$ cat src/rtl/bch_t3_pkg.sv
// bch_t3_pkg: shared constants, state enum and generator polynomial for the t=3 GF(2^10) BCH path
package bch_t3_pkg;

    localparam int GF_LEN       = 10;
    localparam int PAR_LEN      = 3 * GF_LEN;
    localparam int BCH_T3_K_MAX = 993;

    typedef enum logic [1:0] {ST_IDLE, ST_MSG, ST_PAR} state_e;

    // GF(2^10) multiply modulo x^10+x^3+1, MSB-first shift-and-add
    function automatic logic [9:0] gf_mul(input logic [9:0] a, input logic [9:0] b);
        logic [9:0] p;
        p = '0;
        for (int i = 9; i >= 0; i--) begin
            p = {p[8:0], 1'b0} ^ (p[9] ? 10'h009 : 10'h000);
            if (b[i]) p = p ^ a;
        end
        return p;
    endfunction

    // Minimal polynomial of alpha^e: product of (x + beta) over the 10 conjugates
    function automatic logic [10:0] min_poly(input int e);
        logic [10:0][9:0] c;
        logic [9:0]       beta;
        logic [10:0]      m;
        beta = 10'h001;
        for (int i = 0; i < e; i++) beta = gf_mul(beta, 10'h002);
        c    = '0;
        c[0] = 10'h001;
        for (int j = 0; j < GF_LEN; j++) begin
            for (int k = GF_LEN; k > 0; k--) c[k] = c[k-1] ^ gf_mul(c[k], beta);
            c[0] = gf_mul(c[0], beta);
            beta = gf_mul(beta, beta);
        end
        for (int k = 0; k <= GF_LEN; k++) m[k] = c[k][0];
        return m;
    endfunction

    // Generator g = m1 * m3 * m5 over GF(2), degree 30 (bit 30 set)
    function automatic logic [30:0] gen_poly();
        logic [30:0] g;
        logic [30:0] t;
        logic [10:0] m;
        g = 31'd1;
        for (int e = 1; e <= 5; e += 2) begin
            m = min_poly(e);
            t = '0;
            for (int k = 0; k <= GF_LEN; k++) if (m[k]) t = t ^ (g << k);
            g = t;
        end
        return g;
    endfunction

    localparam logic [30:0] BCH_T3_GEN_POLY = gen_poly();

endpackage

$ cat src/rtl/bch_t3_enc_serial_if.sv
// bch_t3_enc_serial_if: bit-serial input/output handshake bundle; out_ready exists only with BCH_T3_ENC_BACKPRESSURE_EN
interface bch_t3_enc_serial_if;
    logic in_valid, in_ready, in_bit, in_sof;
    logic out_valid, out_bit, out_sof, out_eof, out_is_par;
`ifdef BCH_T3_ENC_BACKPRESSURE_EN
    logic out_ready;
    modport master (output in_valid, in_bit, in_sof, out_ready,
                    input  in_ready, out_valid, out_bit, out_sof, out_eof, out_is_par);
    modport slave  (input  in_valid, in_bit, in_sof, out_ready,
                    output in_ready, out_valid, out_bit, out_sof, out_eof, out_is_par);
`else
    modport master (output in_valid, in_bit, in_sof,
                    input  in_ready, out_valid, out_bit, out_sof, out_eof, out_is_par);
    modport slave  (input  in_valid, in_bit, in_sof,
                    output in_ready, out_valid, out_bit, out_sof, out_eof, out_is_par);
`endif
endinterface

$ cat src/rtl/bch_t3_lfsr.sv
// bch_t3_lfsr: 30-bit remainder register; divides message by the generator, then unloads parity MSB first
module bch_t3_lfsr
    import bch_t3_pkg::*;
(
    input  logic clk,
    input  logic rstn,
    input  logic clr,
    input  logic shift_in,
    input  logic shift_out,
    input  logic din,
    output logic r_msb
);

    logic [PAR_LEN-1:0] r_q, r_d, base;
    logic               fb;

    // Division step on message bits (from zero when clr starts a frame), plain shift on parity unload
    always_comb begin
        base = clr ? '0 : r_q;
        fb   = din ^ base[PAR_LEN-1];
        r_d  = shift_in  ? ({base[PAR_LEN-2:0], 1'b0} ^ (fb ? BCH_T3_GEN_POLY[PAR_LEN-1:0] : '0)) :
               shift_out ? {r_q[PAR_LEN-2:0], 1'b0} : base;
    end

    // Remainder register
    always_ff @(posedge clk or negedge rstn) begin
        if (!rstn) r_q <= '0;
        else       r_q <= r_d;
    end

    assign r_msb = r_q[PAR_LEN-1];

endmodule

$ cat src/rtl/bch_t3_enc_serial.sv
// bch_t3_enc_serial: bit-serial systematic t=3 BCH encoder; BCH_T3_ENC_BACKPRESSURE_EN adds out_ready stalling
module bch_t3_enc_serial
    import bch_t3_pkg::*;
#(
    parameter int K_LEN = BCH_T3_K_MAX
) (
    input logic                clk,
    input logic                rstn,
    bch_t3_enc_serial_if.slave bus
);

    localparam logic [9:0] K_LAST = 10'(K_LEN - 1);
    localparam logic [9:0] P_LAST = 10'(PAR_LEN - 1);

    state_e     state_q, state_d;
    logic [9:0] cnt_q, cnt_d;
    logic       ov_q, ov_d, ob_q, ob_d, osof_q, osof_d, oeof_q, oeof_d, opar_q, opar_d;
    logic       ordy, out_adv, in_ready, acc, start, msg_acc, last_msg, par_go, last_par, r_msb;

`ifdef BCH_T3_ENC_BACKPRESSURE_EN
    assign ordy = bus.out_ready;
`else
    assign ordy = 1'b1;
`endif

    assign out_adv  = !ov_q | ordy;
    assign in_ready = (state_q != ST_PAR) & out_adv;
    assign acc      = bus.in_valid & in_ready;
    assign start    = acc & bus.in_sof & (state_q == ST_IDLE);
    assign msg_acc  = acc & (state_q == ST_MSG);
    assign last_msg = (start & (K_LEN == 1)) | (msg_acc & (cnt_q == K_LAST));
    assign par_go   = (state_q == ST_PAR) & out_adv;
    assign last_par = par_go & (cnt_q == P_LAST);

    // State, counter and output register
    always_ff @(posedge clk or negedge rstn) begin
        if (!rstn) begin
            state_q <= ST_IDLE;
            cnt_q   <= '0;
            ov_q    <= 1'b0;
            ob_q    <= 1'b0;
            osof_q  <= 1'b0;
            oeof_q  <= 1'b0;
            opar_q  <= 1'b0;
        end else begin
            state_q <= state_d;
            cnt_q   <= cnt_d;
            ov_q    <= ov_d;
            ob_q    <= ob_d;
            osof_q  <= osof_d;
            oeof_q  <= oeof_d;
            opar_q  <= opar_d;
        end
    end

    // Next state: sof opens a frame, K_LEN-th bit enters parity, 30th parity bit closes it
    always_comb begin
        state_d = last_par ? ST_IDLE : last_msg ? ST_PAR : start ? ST_MSG : state_q;
    end

    // Counter and output register next values; the register only moves when downstream can take it
    always_comb begin
        cnt_d  = (last_msg | last_par) ? '0 : start ? 10'd1 : (msg_acc | par_go) ? cnt_q + 10'd1 : cnt_q;
        ov_d   = out_adv ? (start | msg_acc | par_go) : ov_q;
        ob_d   = out_adv ? (par_go ? r_msb : bus.in_bit & (start | msg_acc)) : ob_q;
        osof_d = out_adv ? start : osof_q;
        oeof_d = out_adv ? last_par : oeof_q;
        opar_d = out_adv ? par_go : opar_q;
    end

    bch_t3_lfsr u_lfsr (
        .clk       (clk),
        .rstn      (rstn),
        .clr       (start),
        .shift_in  (start | msg_acc),
        .shift_out (par_go),
        .din       (bus.in_bit),
        .r_msb     (r_msb)
    );

    assign bus.in_ready   = in_ready;
    assign bus.out_valid  = ov_q;
    assign bus.out_bit    = ob_q;
    assign bus.out_sof    = osof_q;
    assign bus.out_eof    = oeof_q;
    assign bus.out_is_par = opar_q;

endmodule
$ cat src/flat_wrapper.sv
// flat-port wrapper written by rule: the top's interface ports become plain ports
module bch_t3_enc_serial_flat import bch_t3_pkg::*;
#(
    parameter int K_LEN = BCH_T3_K_MAX
)
  (clk, rstn, bus_in_valid, bus_in_bit, bus_in_sof, bus_in_ready, bus_out_valid, bus_out_bit, bus_out_sof, bus_out_eof, bus_out_is_par);
  bch_t3_enc_serial_if bus_i ();
  input logic clk;
  input logic rstn;
  input wire logic [$bits(bus_i.in_valid)-1:0] bus_in_valid;
  input wire logic [$bits(bus_i.in_bit)-1:0] bus_in_bit;
  input wire logic [$bits(bus_i.in_sof)-1:0] bus_in_sof;
  output wire logic [$bits(bus_i.in_ready)-1:0] bus_in_ready;
  output wire logic [$bits(bus_i.out_valid)-1:0] bus_out_valid;
  output wire logic [$bits(bus_i.out_bit)-1:0] bus_out_bit;
  output wire logic [$bits(bus_i.out_sof)-1:0] bus_out_sof;
  output wire logic [$bits(bus_i.out_eof)-1:0] bus_out_eof;
  output wire logic [$bits(bus_i.out_is_par)-1:0] bus_out_is_par;
  assign bus_i.in_valid = bus_in_valid;
  assign bus_i.in_bit = bus_in_bit;
  assign bus_i.in_sof = bus_in_sof;
  assign bus_in_ready = bus_i.in_ready;
  assign bus_out_valid = bus_i.out_valid;
  assign bus_out_bit = bus_i.out_bit;
  assign bus_out_sof = bus_i.out_sof;
  assign bus_out_eof = bus_i.out_eof;
  assign bus_out_is_par = bus_i.out_is_par;
  bch_t3_enc_serial #(.K_LEN(K_LEN)) u_core (.clk(clk), .rstn(rstn), .bus(bus_i));
endmodule
$ cat config.mk
export PLATFORM = sky130hd
export DESIGN_NAME = bch_t3_enc_serial_flat
export DESIGN_NICKNAME = d
export VERILOG_FILES = /design/src/rtl/bch_t3_pkg.sv /design/src/rtl/bch_t3_enc_serial_if.sv /design/src/rtl/bch_t3_lfsr.sv /design/src/rtl/bch_t3_enc_serial.sv /design/src/flat_wrapper.sv
export SDC_FILE = /design/constraint.sdc
export NUM_CORES = 1
export LEC_CHECK = 0
export CAP_MARGIN = 20
export CORE_ASPECT_RATIO = 0.8
export CORE_MARGIN = 2
export CORE_UTILIZATION = 62
export DETAILED_ROUTE_END_ITERATION = 8
export GPL_ROUTABILITY_DRIVEN = 0
export PLACE_DENSITY_LB_ADDON = 0.15
export SLEW_MARGIN = 20
export SYNTH_ARGS = -nofsm -noshare
export SYNTH_HDL_FRONTEND = slang
export SYNTH_SLANG_ARGS = --single-unit
$ cat constraint.sdc
create_clock -name clk -period 3.4 [get_ports clk]
set_input_delay 0.85 -clock clk [delete_from_list [all_inputs] [get_ports clk]]
set_output_delay 0.85 -clock clk [all_outputs]
set_load 0.05 [all_outputs]
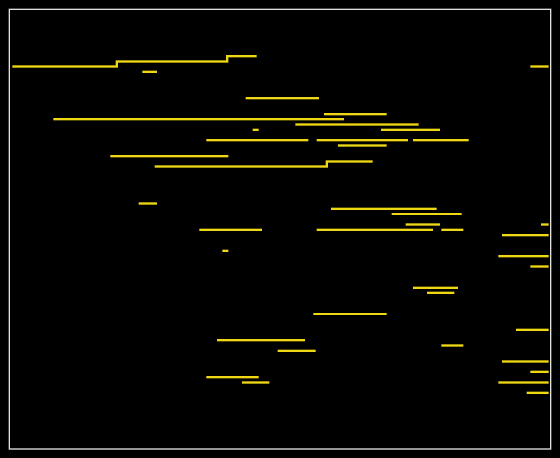
**Above:** run 1 (metal 3).
share of all routed wire	7.4%
main direction	horizontal

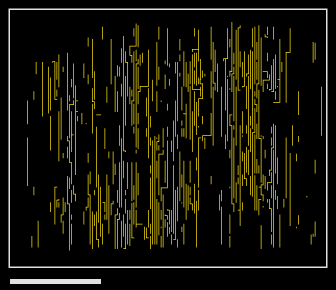
**Above:** run 1 (the metal 2 layer).
Bar = 20 µm.
longest straight run	25.3 µm
wire length on this layer	2010 µm
share of all routed wire	45%
nets with wire on the layer	181

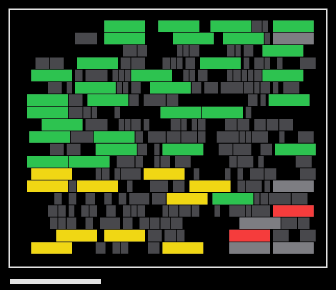
**Above:** run 1 (where the registers sit).
Bar = 20 µm. Other sequential cells in the stronger gray, the rest of the logic in the fainter gray.
color	signal	sequential cells
green	u_core.u_lfsr.r_q	30
red	u_core.state_q	2
yellow	u_core.cnt_q	10

==> flow_metrics.py, run 1 <==
# Physical implementation metrics
metrics = {
    "clock_tree": {
        "cts_tree": "yes",
        "holdBufCountCts": 0,
        "cts_sinks": 47,
        "cts_inserted_buffers": 5,
        "clk_path_buf_depth": 2,
        "path_clk_slew_ns": 0.08,
        "cts-resized-gates": 0,
    },
    "synthesis": {
        "top_cell": "dfrtp_1",
        "synth-compound-area-share_pct": 20.06,
        "simple_gate_share_pct": 17.55,
        "fa_ha_area_share_pct": 1.749,
        "topCellsByArea": "dfrtp_1 (55%), a22o_1 (4.5%), nand2_1 (3.8%), o21ai_0 (3.3%), nor2_1 (3.1%)",
        "ff_type": "dfrtp_1",
        "synth.area.mux_share_pct": 0.4665,
        "syn_inst": 208,
        "synth-seq-cells": 47,
        "logic_family": "AND-OR/OR-AND gates",
        "avgSynthCellArea_um2": 10.32,
    },
    "worst_setup_path": {
        "cp-end-kind": "output pin",
        "max_stage_delay_ns": 0.81,
        "crit_type": "reg2out",
        "cp_max_fo": 19,
        "path_cells": "nand2b_4, clkdlybuf4s50_1",
    },
    "drt": {
        "drt_wl_total_um": 4416,
        "dr.max_layer_used": "met4",
        "num_vias": 1663,
        "first_pass_iters": 4,
        "drcViolationCount": 0,
    },
    "finish": {
        "buffers": 12,
        "top_register": "u_core.u_lfsr.r_q",
        "antenna_cells": 0,
        "fin_nets": 224,
        "seq_area_mm2": 0.001176,
        "num-nonclk-inverters": 10,
        "buf_share_pct": 4.808,
        "comb_cells": 140,
        "lay_top_count": "dfrtp_1",
        "drive_gt1_share_pct": 7.834,
        "fillCellCount": 267,
        "area_dominant_class": "registers",
        "comb_share_pct": 36.86,
        "largestRegisters": "u_core.u_lfsr.r_q: 30 flops, u_core.cnt_q: 10 flops, u_core.state_q: 2 flops",
        "finalNonFillerCells": 259,
        "fin_area_mm2": 0.002342,
    },
    "status": {
        "status": "finished clean",
    },
    "place": {
        "portBuffers": 10,
        "dp_cells": 251,
        "post-place-ws_ns": 0.5889,
    },
    "grt": {
        "grt_pass1_wl_um": 7734,
        "use_met2_pct": 35.10,
        "grt_max_degree": 48,
        "met1_usage_pct": 36.82,
        "grt_usage_pct": 24.66,
        "top_usage_layer": "met1",
    },
    "sta": {
        "setup_tns_ns": 0,
        "fin_crit_ns": 2.976,
        "fmax_mhz": 336.0,
        "maxSlewViolCount": 0,
    },
    "flow_run": {
        "tool_warnings": 28,
        "drv_cap": 0,
    },
    "floorplanning": {
        "coreArea_mm2": 0.003376,
        "nWellTaps": 42,
        "chipHeight_um": 56.62,
        "fp_util_pct": 63.57,
    },
    "power": {
        "ir_drop_mv": 0.3936,
    },
    "hold_path": {
        "hold_class": "reg2reg",
        "worstHoldEndpoint": "u_core.u_lfsr.r_q[15]$_DFF_PN0_",
    },
}
## run 1: where the power goes
part | internal, mW | switching [mW] | total, mW
Sequential | 0.734 | 0.151 | 0.885
Clock | 0.186 | 0.176 | 0.362
Combinational | 0.180 | 0.206 | 0.386
## run 1: worst max path at each step
stage                                             start                        endpoint  slack, ns
final                     u_core.state_q[0]$_DFFE_PN0P_                    bus_in_ready       0.42
after floorplan                              bus_in_sof  u_core.u_lfsr.r_q[1]$_DFF_PN0_       1.52
after detailed placement                     bus_in_sof  u_core.u_lfsr.r_q[1]$_DFF_PN0_       0.59
after global routing      u_core.state_q[0]$_DFFE_PN0P_                    bus_in_ready       0.35
after CTS                 u_core.state_q[0]$_DFFE_PN0P_                    bus_in_ready       0.44
after global placement                       bus_in_sof  u_core.u_lfsr.r_q[1]$_DFF_PN0_       0.66
==> run 2, diff against run 1 <==
--- a/config.mk
+++ b/config.mk
@@ -8,9 +8,10 @@
 export CAP_MARGIN = 20
 export CORE_ASPECT_RATIO = 0.8
 export CORE_MARGIN = 2
-export CORE_UTILIZATION = 62
+export CORE_UTILIZATION = 45
 export DETAILED_ROUTE_END_ITERATION = 8
 export GPL_ROUTABILITY_DRIVEN = 0
+export MAX_ROUTING_LAYER = met4
 export PLACE_DENSITY_LB_ADDON = 0.15
 export SLEW_MARGIN = 20
 export SYNTH_ARGS = -nofsm -noshare
==> constraint.sdc (replaced) <==
create_clock -name clk -period 2.55 [get_ports clk]
set_input_delay 0.6375 -clock clk [delete_from_list [all_inputs] [get_ports clk]]
set_output_delay 0.6375 -clock clk [all_outputs]
set_load 0.05 [all_outputs]
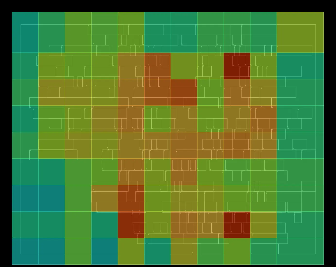
**Above:** run 2 (track usage over the die).
grt met1 use: 27.02%
GR peak layer: met2
GRT Total Usage: 19.59%
Util after Layout: 52.01%

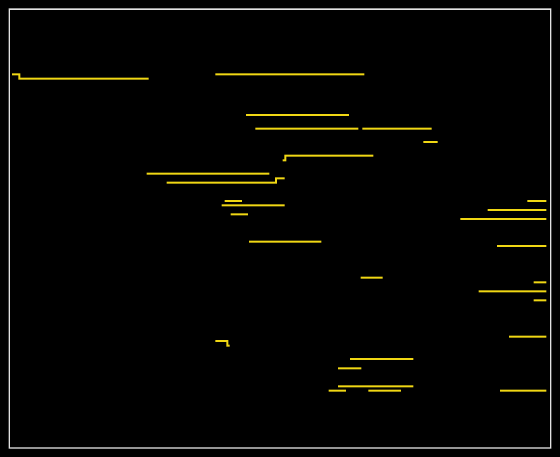
**Above:** run 2 (metal 3).
total number of vias: 1642
met3 Use GR: 6.181%
final wirelength: 4460 µm

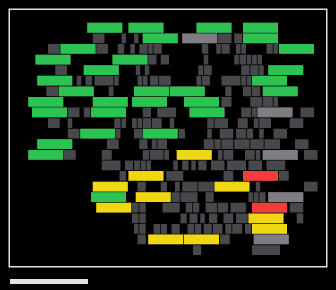
**Above:** run 2 (where the registers sit).
Bar = 20 µm. Other sequential cells in the stronger gray, the rest of the logic in the fainter gray.
color	signal	sequential cells
yellow	u_core.cnt_q	10
green	u_core.u_lfsr.r_q	30
red	u_core.state_q	2
not colored	5

==> flow_metrics.py, run 2 <==
# Physical implementation metrics
metrics = {
    "status": {
        "status": "finished clean",
    },
    "synthesis": {
        "ff_type": "dfrtp_1",
        "yosysChipArea_mm2": 0.002146,
        "netlist_top_cells_count": "dfrtp_1 (47), nand2_1 (22), nor2_1 (18)",
        "synth_area_mm2": 0.002146,
        "syn_nets": 216,
        "syn_inst": 208,
        "synth-compound-area-share_pct": 20.06,
        "top_cell": "dfrtp_1",
        "topCellsByArea": "dfrtp_1 (55%), a22o_1 (4.5%), nand2_1 (3.8%), o21ai_0 (3.3%), nor2_1 (3.1%)",
        "fa_ha_area_share_pct": 1.749,
        "ys_seq_share_pct": 54.81,
        "logic_family": "AND-OR/OR-AND gates",
        "synth.area.mux_share_pct": 0.4665,
        "avgSynthCellArea_um2": 10.32,
        "synth-seq-cells": 47,
        "synth_cell_types": 38,
        "simple_gate_share_pct": 17.55,
    },
    "grt": {
        "use_met2_pct": 28.41,
        "antenna_found_initial": 0,
        "grt_max_degree": 28,
        "overflow": 0,
        "grt_pass1_wl_um": 7638,
        "grt_pass1_vias": 1580,
    },
    "finish": {
        "lay_top_count": "dfrtp_1",
        "fin_nets": 228,
        "largestRegisters": "u_core.u_lfsr.r_q: 30 flops, u_core.cnt_q: 10 flops, u_core.state_q: 2 flops",
        "largest_register_ffs": 30,
        "drive_gt1_share_pct": 10.41,
        "top_register": "u_core.u_lfsr.r_q",
        "finalNonFillerCells": 281,
        "antenna_cells": 0,
        "areaGrowthSynthToFinish_pct": 11.43,
        "fin_area_mm2": 0.002391,
    },
    "drt": {
        "first_pass_iters": 5,
        "dr.max_layer_used": "met4",
        "wl_met1_um": 2263,
        "drcViolationCount": 0,
        "drt_iter0_drc": 119,
        "routed-wl-met2_um": 1912,
    },
    "worst_setup_path": {
        "crit_end": "u_core.u_lfsr.r_q[8]$_DFF_PN0_",
        "reg2reg_depth": 6,
        "crit_type": "in2reg",
        "cp-end-kind": "flip-flop",
        "startpoint": "bus_in_sof",
        "cp_max_fo": 19,
    },
    "clock_tree": {
        "cts_sinks": 47,
        "cts-resized-gates": 0,
        "holdBufCountCts": 0,
        "path_clk_slew_ns": 0.09,
        "cts_tree": "yes",
        "cts_inserted_buffers": 5,
        "insertion_delay_ns": 0.30,
        "clk_path_buf_depth": 2,
    },
    "power": {
        "power.leakage_nw": 1.079,
        "power_density_mw_per_mm2": 896.0,
        "ir_drop_mv": 0.4002,
    },
    "sta": {
        "fin_crit_ns": 2.153,
        "setup_slack_ns": 0.3968,
        "fmax_mhz": 464.4,
        "finalClockSkew_ns": 0.007673,
        "setup_viol": 0,
        "setup_tns_ns": 0,
        "maxSlewViolCount": 0,
        "period_used_pct": 84.44,
    },
    "place": {
        "post-place-ws_ns": 0.09658,
        "portBuffers": 10,
        "dp_cells": 273,
        "dp_hpwl_um": 2939,
    },
    "floorplanning": {
        "die_area_mm2": 0.005340,
        "rows": 22,
        "fp_util_pct": 46.68,
        "coreArea_mm2": 0.004597,
        "chipHeight_um": 65.77,
    },
    "flow_run": {
        "tool_warnings": 28,
        "drv_cap": 0,
    },
    "hold_path": {
        "hold_class": "in2async",
    },
}
run 2: worst max-delay path, stage by stage:
cell             delay [ns]
clkdlybuf4s50_1        0.47
o21ai_1                0.24
o21a_2                 0.35
buf_4                  0.27
inv_2                  0.13
o22ai_1                0.19
nor2_1                 0.05
run 2: final cells by class:
| class | instances | area [µm²] |
|---|---|---|
| Clock buffer | 5 | 68.82 |
| Multi-Input combinational cell | 140 | 863.3 |
| Sequential cell | 47 | 1176 |
| Inverter | 10 | 37.54 |
| Tap cell | 60 | 75.07 |
| Fill cell | 402 | 2206 |
| Timing Repair Buffer | 16 | 150.1 |
| Clock inverter | 3 | 20.02 |
run 2: report_power, final:
group          internal, mW  switching [mW]
registers             0.978           0.199
logic                 0.249           0.273
clock network         0.191           0.253
==> run 3, diff against run 2 <==
==> constraint.sdc (replaced) <==
create_clock -name clk -period 1.9 [get_ports clk]
set_input_delay 0.475 -clock clk [delete_from_list [all_inputs] [get_ports clk]]
set_output_delay 0.475 -clock clk [all_outputs]
set_load 0.05 [all_outputs]
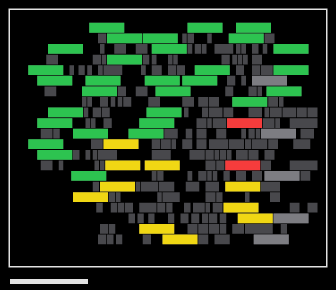
**Above:** run 3 (where the registers sit).
Bar = 20 µm. Other sequential cells in the stronger gray, the rest of the logic in the fainter gray.
color	signal	sequential cells
yellow	u_core.cnt_q	10
red	u_core.state_q	2
green	u_core.u_lfsr.r_q	30

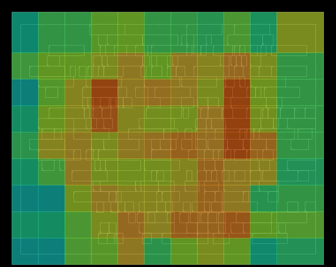
**Above:** run 3 (track usage over the die).
Routed wire per std cell: 16.40 µm
GR met2 Demand/Resource: 32.02%
Util after Layout: 54.30%
met3 Use GR: 3.846%

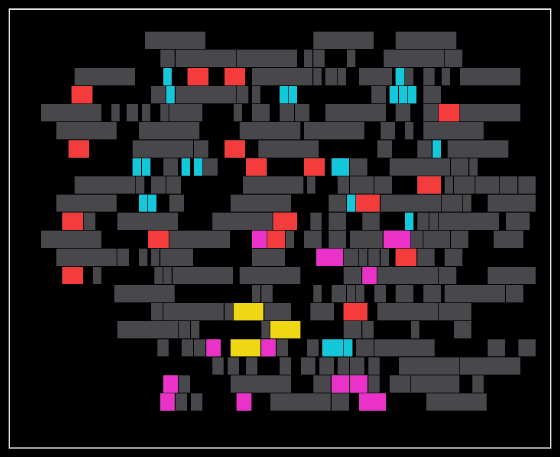
**Above:** run 3 (gate-type map).
color	family	cells	most used
magenta	AND and OR gates	12	or3_1
cyan	NOR gates	20	nor2_1
red	AND-OR and OR-AND gates	17	a22o_1
yellow	adder and majority cells	3	ha_1

==> flow_metrics.py, run 3 <==
# Physical implementation metrics
metrics = {
    "power": {
        "power.group.top": "sequential cells",
        "internal_power_mw": 1.934,
        "power_frac_comb_pct": 26.1,
        "ir_drop_mv": 0.6079,
        "p_sw_mw": 0.9721,
        "switching_share_pct": 33.46,
    },
    "synthesis": {
        "synth-seq-cells": 47,
        "avgSynthCellArea_um2": 10.32,
        "top_cell": "dfrtp_1",
        "synth_cell_types": 38,
        "yosysChipArea_mm2": 0.002146,
        "synth.area.mux_share_pct": 0.4665,
        "ys_seq_share_pct": 54.81,
        "syn_inst": 208,
        "fa_ha_area_share_pct": 1.749,
        "logic_family": "AND-OR/OR-AND gates",
        "topCellsByArea": "dfrtp_1 (55%), a22o_1 (4.5%), nand2_1 (3.8%), o21ai_0 (3.3%), nor2_1 (3.1%)",
        "syn_nets": 216,
        "ff_type": "dfrtp_1",
    },
    "clock_tree": {
        "cts-resized-gates": 0,
        "cts_inserted_buffers": 5,
        "cts_sinks": 47,
        "path_clk_slew_ns": 0.09,
        "cts_tree": "yes",
        "insertion_delay_ns": 0.30,
        "clk_path_buf_depth": 2,
        "holdBufCountCts": 0,
    },
    "flow_run": {
        "drv_cap": 0,
        "tool_warnings": 28,
    },
    "sta": {
        "fmax_mhz": 554.0,
        "period_used_pct": 95.01,
        "setup_viol": 0,
        "maxSlewViolCount": 0,
        "finalClockSkew_ns": 0.009116,
        "fin_crit_ns": 1.805,
        "setup_slack_ns": 0.09484,
    },
    "grt": {
        "grt_pass1_vias": 1700,
        "grt_usage_pct": 21.85,
        "antenna_found_initial": 0,
        "grt_max_degree": 29,
        "grt_pass1_wl_um": 8424,
        "top_usage_layer": "met2",
        "met1_usage_pct": 31.04,
        "overflow": 0,
    },
    "worst_setup_path": {
        "crit_type": "in2reg",
        "worst_path_max_delay_cell": "or4bb_1",
        "cp_max_fo": 3,
        "path_cells": "clkdlybuf4s50_1, or4bb_1, and3_1, a221o_1",
        "startpoint": "bus_in_sof",
        "path_delay_family": "simple AND/OR/NAND/NOR gates",
        "path_buffers": 1,
        "path_depth": 4,
    },
    "place": {
        "dp_cells": 286,
        "dp_hpwl_um": 3371,
        "post-place-ws_ns": -0.2387,
    },
    "finish": {
        "largestRegisters": "u_core.u_lfsr.r_q: 30 flops, u_core.cnt_q: 10 flops, u_core.state_q: 2 flops",
        "area_dominant_class": "registers",
        "finalNonFillerCells": 294,
        "antenna_cells": 0,
        "seq_area_mm2": 0.001176,
        "fillCellCount": 415,
        "clkbuf_count": 7,
        "top_register": "u_core.u_lfsr.r_q",
        "seq_share_pct": 47.12,
        "comb_cells": 140,
        "drive_gt1_share_pct": 16.67,
        "fin_area_mm2": 0.002496,
        "clk_share_pct": 3.258,
        "lay_top_count": "dfrtp_1",
        "final-comb-area_um2": 863.3,
        "areaGrowthSynthToFinish_pct": 16.33,
        "buf_share_pct": 10.53,
        "fin_nets": 241,
        "buffers": 29,
    },
    "floorplanning": {
        "fp_util_pct": 46.68,
        "nWellTaps": 60,
        "chipHeight_um": 65.77,
        "coreArea_mm2": 0.004597,
    },
    "drt": {
        "drt_iter0_drc": 129,
        "wl_met1_um": 2409,
        "dr.max_layer_used": "met4",
        "num_vias": 1666,
        "drt_wl_total_um": 4821,
        "routed-wl-met2_um": 2127,
    },
    "status": {
        "status": "finished clean",
    },
}
## run 3: through the flow
| stage | hold slack [ns] | setup TNS (ns) | utilization [%] |
|---|---|---|---|
| 6_report | 0.1137 | 0 | 54.30 |
| 2_1_floorplan | 0.1794 | 0 | - |
| 3_3_place_gp | 0.4431 | -5.111 | 52.48 |
| 5_1_grt | 0.1410 | 0 | 54.30 |
| 4_1_cts | 0.1262 | 0 | 54.25 |
| 3_5_place_dp | 0.4581 | -5.766 | 52.48 |
## run 3: cells by family (layout without fill, tap and decap cells)
kind of cell | Yosys count | after routing
muxes | 1 | 1
DFF | 47 | 47
adders and majority gates | 3 | 3
AOI/OAI and AO/OA | 65 | 65
and+or+nand+nor | 70 | 70
xor gates and xnor gates | 1 | 1
buffers and inverters | 21 | 47
Power and IR drop assume default switching activity.
